**config.mk**
```make
export PLATFORM = sky130hd
export DESIGN_NAME = x3q16_alu
export DESIGN_NICKNAME = d
export VERILOG_FILES = /design/src/rtl/x3q16_pkg.sv /design/src/rtl/x3q16_alu_core.sv /design/src/rtl/x3q16_alu.sv
export SDC_FILE = /design/constraint.sdc
export NUM_CORES = 1
export LEC_CHECK = 0
export ABC_CLOCK_PERIOD_IN_PS = 800
export CAP_MARGIN = 20
export CORE_MARGIN = 8
export CORE_UTILIZATION = 30
export DETAILED_ROUTE_END_ITERATION = 7
export PLACE_DENSITY = 0.53
export SYNTH_ARGS = -nofsm -noshare
export SYNTH_HDL_FRONTEND = slang
export SYNTH_HIERARCHICAL = 1
export SYNTH_SLANG_ARGS = --single-unit
```
**constraint.sdc**
```tcl
create_clock -name clk -period 0.8 [get_ports clk]
set_input_delay 0.16 -clock clk [delete_from_list [all_inputs] [get_ports clk]]
set_output_delay 0.16 -clock clk [all_outputs]
set_load 0.02 [all_outputs]
```
**src/rtl/x3q16_pkg.sv**
```systemverilog
// Shared constants for the x3q16 ALU: data width, shift-amount width and
// the 3-bit operation encodings.
package x3q16_pkg;

  localparam int X3Q16_W  = 16;
  localparam int SHAMT_W  = 4;

  localparam logic [2:0] ALU_ADD = 3'b000;
  localparam logic [2:0] ALU_SUB = 3'b001;
  localparam logic [2:0] ALU_AND = 3'b010;
  localparam logic [2:0] ALU_OR  = 3'b011;
  localparam logic [2:0] ALU_XOR = 3'b100;
  localparam logic [2:0] ALU_NOT = 3'b101;
  localparam logic [2:0] ALU_SHL = 3'b110;
  localparam logic [2:0] ALU_SHR = 3'b111;

endpackage

```
**src/rtl/x3q16_alu_core.sv**
```systemverilog
// Combinational ALU datapath: operation result plus equal / a-greater-than-b
// compare flags. Arithmetic wraps modulo 2^WIDTH; shifts use only the low
// SHAMT_W bits of b.
module x3q16_alu_core
  import x3q16_pkg::*;
#(
  parameter int WIDTH = X3Q16_W
) (
  input  logic [WIDTH-1:0] a,
  input  logic [WIDTH-1:0] b,
  input  logic [2:0]       mode,
  output logic [WIDTH-1:0] next_result,
  output logic             next_eq,
  output logic             next_gt
);

  logic [SHAMT_W-1:0] shamt;

  assign shamt = b[SHAMT_W-1:0];

  // Operation select; carry/borrow fall off the top of the WIDTH-bit result.
  always_comb begin
    next_result = '0;
    case (mode)
      ALU_ADD: next_result = a + b;
      ALU_SUB: next_result = a - b;
      ALU_AND: next_result = a & b;
      ALU_OR:  next_result = a | b;
      ALU_XOR: next_result = a ^ b;
      ALU_NOT: next_result = ~a;
      ALU_SHL: next_result = a << shamt;
      ALU_SHR: next_result = a >> shamt;
      default: next_result = '0;
    endcase
  end

  // Compare flags are independent of mode; unsigned, mutually exclusive.
  always_comb begin
    next_eq = (a == b);
    next_gt = (a > b);
  end

endmodule

```
**src/rtl/x3q16_alu.sv**
```systemverilog
// x3q16 execute-stage ALU: combinational core followed by one registered
// output stage. No handshake: one operation is accepted every clock, and the
// outputs show the operands sampled at the most recent rising edge.
module x3q16_alu
  import x3q16_pkg::*;
#(
  parameter int WIDTH = X3Q16_W
) (
  input  logic             clk,
  input  logic             reset,
  input  logic [WIDTH-1:0] a,
  input  logic [WIDTH-1:0] b,
  input  logic [2:0]       mode,
  output logic [WIDTH-1:0] result,
  output logic             equal_flag,
  output logic             greater_a_flag
);

  logic [WIDTH-1:0] next_result;
  logic             next_eq;
  logic             next_gt;

  x3q16_alu_core #(.WIDTH(WIDTH)) u_core (
    .a           (a),
    .b           (b),
    .mode        (mode),
    .next_result (next_result),
    .next_eq     (next_eq),
    .next_gt     (next_gt)
  );

  // Output register; reset (active low) clears it immediately and drops
  // whatever operation was in flight.
  always_ff @(posedge clk or negedge reset) begin
    if (!reset) begin
      result         <= '0;
      equal_flag     <= 1'b0;
      greater_a_flag <= 1'b0;
    end else begin
      result         <= next_result;
      equal_flag     <= next_eq;
      greater_a_flag <= next_gt;
    end
  end

endmodule

```
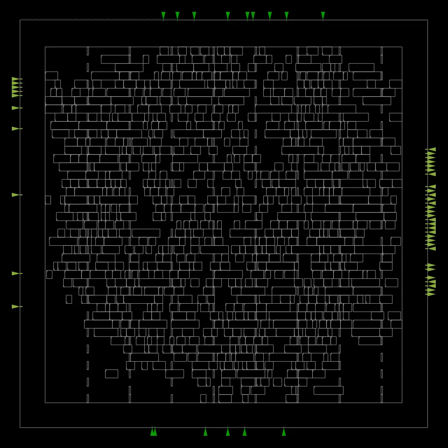
(images/placement.png)
flip-flop and latch count: 18
Core Footprint: 0.0137 sq mm

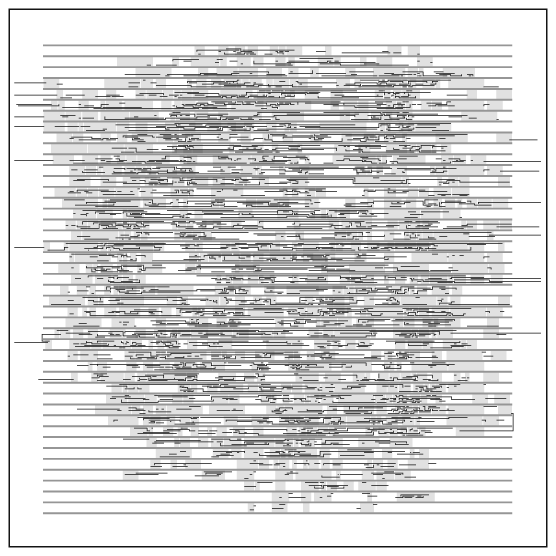
(images/layer_met1.png)
(4 px per um) Supply wires on this layer in grey. Cells faint in the background.
main direction: horizontal
nets with wire on the layer: 836
wire length on this layer: 8,860 um
longest straight run: 43.2 um

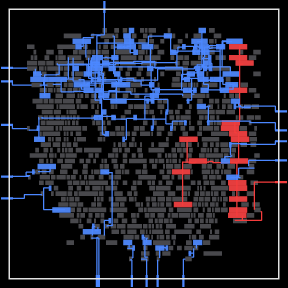
(images/io_fan.png)
(2 px per um)
legend:
  red:
    port: reset
    direction: input
    edge: right
    end_cells: 18
    wire: 194 um
  blue:
    port: b
    direction: input
    edge: 6 bottom, 5 left, 4 right, 1 top
    end_cells: 124
    wire: 1,720 um

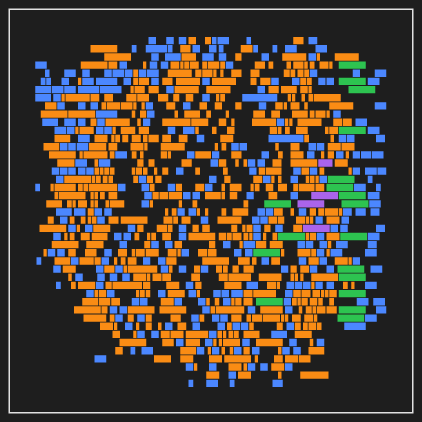
(images/placement_by_type.png)
(3 px per um)
legend:
  blue:
    class: other buffers and delay cells
    cells: 299
    share_of_their_area: 34%
  orange:
    class: combinational and other logic
    cells: 508
    share_of_their_area: 59%
  purple:
    class: clock drivers and dummy loads
    cells: 4
    share_of_their_area: 1.2%
  green:
    class: flops
    cells: 18
    share_of_their_area: 5.9%

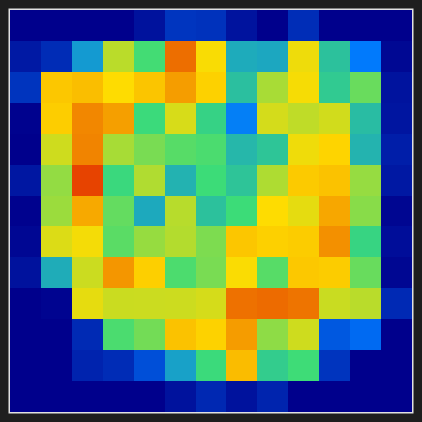
(images/cell_density.png)
(3 px per um) 13 x 13 tiles, from dark blue (low) to red (high), 0 to 100% covered.
mean over tiles: 42%
nearly empty tiles: 20%
tiles over 75% full: 18%
emptiest ninth of the die: lower left
fullest tile: 92%

flip-flops by register name, indices dropped and copies added, names as in the netlist:
| name | flops |
|---|---|
| equal_flag | 1 |
| greater_a_flag | 1 |
| result | 16 |
where the power goes:
part,switching [mW],internal [mW]
logic,2.78,2.79
clock network,0.327,0.760
registers,0.0684,1.04
metal layers:
| metal | wire, um | vias to the layer above | share of wire, % |
|---|---|---|---|
| li1 | - | 2607 | - |
| met1 | 8860 | 2600 | 42 |
| met2 | 9940 | 291 | 47 |
| met3 | 1360 | 62 | 6.4 |
| met4 | 1090 | 0 | 5.1 |
| met5 | 0 | - | 0 |
repair_timing:
action / 4_1_cts / 5_1_grt
pin swaps: 77 / 44
gates cloned: 2 / 0
gates resized: 398 / 44
setup endpoints to repair: 36 / 36
buffers inserted: 28 / 11
==> results.tsv <==
stage	metric	value	unit
grt	grt_antenna_before_repair	0	
final_timing	holdWs	262	ps
placement	place.gp.congestion	0.946	
final_timing	finalWorstSetupSlack	-1450	ps
grt	busiest_layer	met2	
clock_tree	root_buffer	clkbuf_16	
detailed_routing	wl_per_cell	21.1	um
final_timing	slew_headroom	64.6	%
placement	place_area	0.00642	sq mm
detailed_routing	drtIter0Drc	523	
finish	nonClkBufAreaFrac	32.8	%
floorplan	chipWidth	134	um
synthesis	synth_cell_types	69	
power	ir_worst_vdd	1.03	mV
finish	inverters	52	
flow_run	warnings	62	
placement	hpwl	16600	um
detailed_routing	num_vias	5560	
clock_tree	cts.sinks	18	
grt	grt_pass1_vias	5611	
clock_tree	numCtsBuffers	3	
synthesis	yosysTopAreaCellShare	14.7	%
finish	nets	918	
clock_tree	clkSlewWorstSetupHoldPaths	50	ps
finish	nFillCells	1242	
detailed_routing	first_pass_iters	6	
grt	met2_usage	38.1	%
synthesis	async_reset_ff_share	100	%
flow_run	cap_violations	0	
synthesis	ys_seq_share	10.8	%
clock_tree	clock_path_buffers	2	
synthesis	edf_count	0	
worst_setup_path	worstPathRequired	920	ps
grt	grt_overflow	0	
grt	grt_pass1_wl	32100	um
synthesis	top_cells_by_count	o21ai_0, inv_1, ha_1, nor2_1, a21oi_1	
worst_setup_path	startpoint	b[0]	
detailed_routing	viasPerCell	5.51	
synthesis	netlist_area	0.00418	sq mm
detailed_routing	ant_nets	0	
finish	layout_top_cells	buf_4, nor2_1, buf_6	
worst_setup_path	cp.arrival	2370	ps
clock_tree	cts_hold_buffers	0	
finish	clkbuf_count	4	
floorplan	fp_util	30.4	%
placement	dp.cells	967	
finish	dominant_cells	logic gates	
final_timing	setup_viol	36	
worst_setup_path	endpoint	result[14]	
outcome	status	complete, but fails checks	
worst_setup_path	critPathMaxStageDelay	400	ps
final_timing	post-route-period-util	281	%
worst_setup_path	endpoint_kind	flop	
synthesis	topCombFamilyByArea	AND-OR/OR-AND gates	
synthesis	synth-area-yosys	0.00418	sq mm
floorplan	chipArea	0.0179	sq mm
final_timing	slew_viol_final	0	
power	total_power	7.77	mW
floorplan	io_pins	55	
final_timing	hold_viol_final	0	
synthesis	yosys.area.top_type	ha_1	
worst_setup_path	crit_path_start_kind	input pin	
power	power_leakage	3.48	nW
final_timing	fmax	444	MHz
finish	area_growth	87.0	%
finish	combGateArea	0.00426	sq mm
grt	met3_usage	2.09	%
clock_tree	h-tree-depth	1	
finish	fin_util	56.9	%
synthesis	adder_share	15.6	%
synthesis	ys_sh_mux	13.8	%
synthesis	area_leaders	ha_1, dfrtp_1, o21ai_0	
worst_setup_path	cp_top_family	AND-OR/OR-AND gates	
synthesis	netlist_instances	569	
synthesis	synthXorXnorAreaFrac	2.31	%
final_timing	rsz0062_at_grt	yes	
grt	grt_start_max_net_pins	30	
finish	fin_cells	1009	
worst_setup_path	path_max_fanout	3	
worst_setup_path	crit_cells	11	
finish	fin_area	0.00781	sq mm
synthesis	ff_type	dfrtp_1	
final_timing	tightest_slew	518	ps
grt	grt_usage	22.7	%
worst_setup_path	worstSetupPathType	input pin to flop	
finish	diodes	0	
grt	grtUsageMet1	29.0	%
placement	io_buffers	54	
finish	regArea	450	sq um
power	p_per_area	995	mW/mm^2
finish	lay_top_count	buf_4	
finish	signal_buffers	299	
final_timing	fin_setup_tns	-22300	ps
finish	drive_gt1_share	55.7	%
finish	nMultiInputCombCells	456	
finish	seq_share	5.77	%
worst_setup_path	slowest_stage	a211o_1	
outcome	violations	negative setup slack	
Power figures rest on the tool's default switching activity, not on a simulated workload.
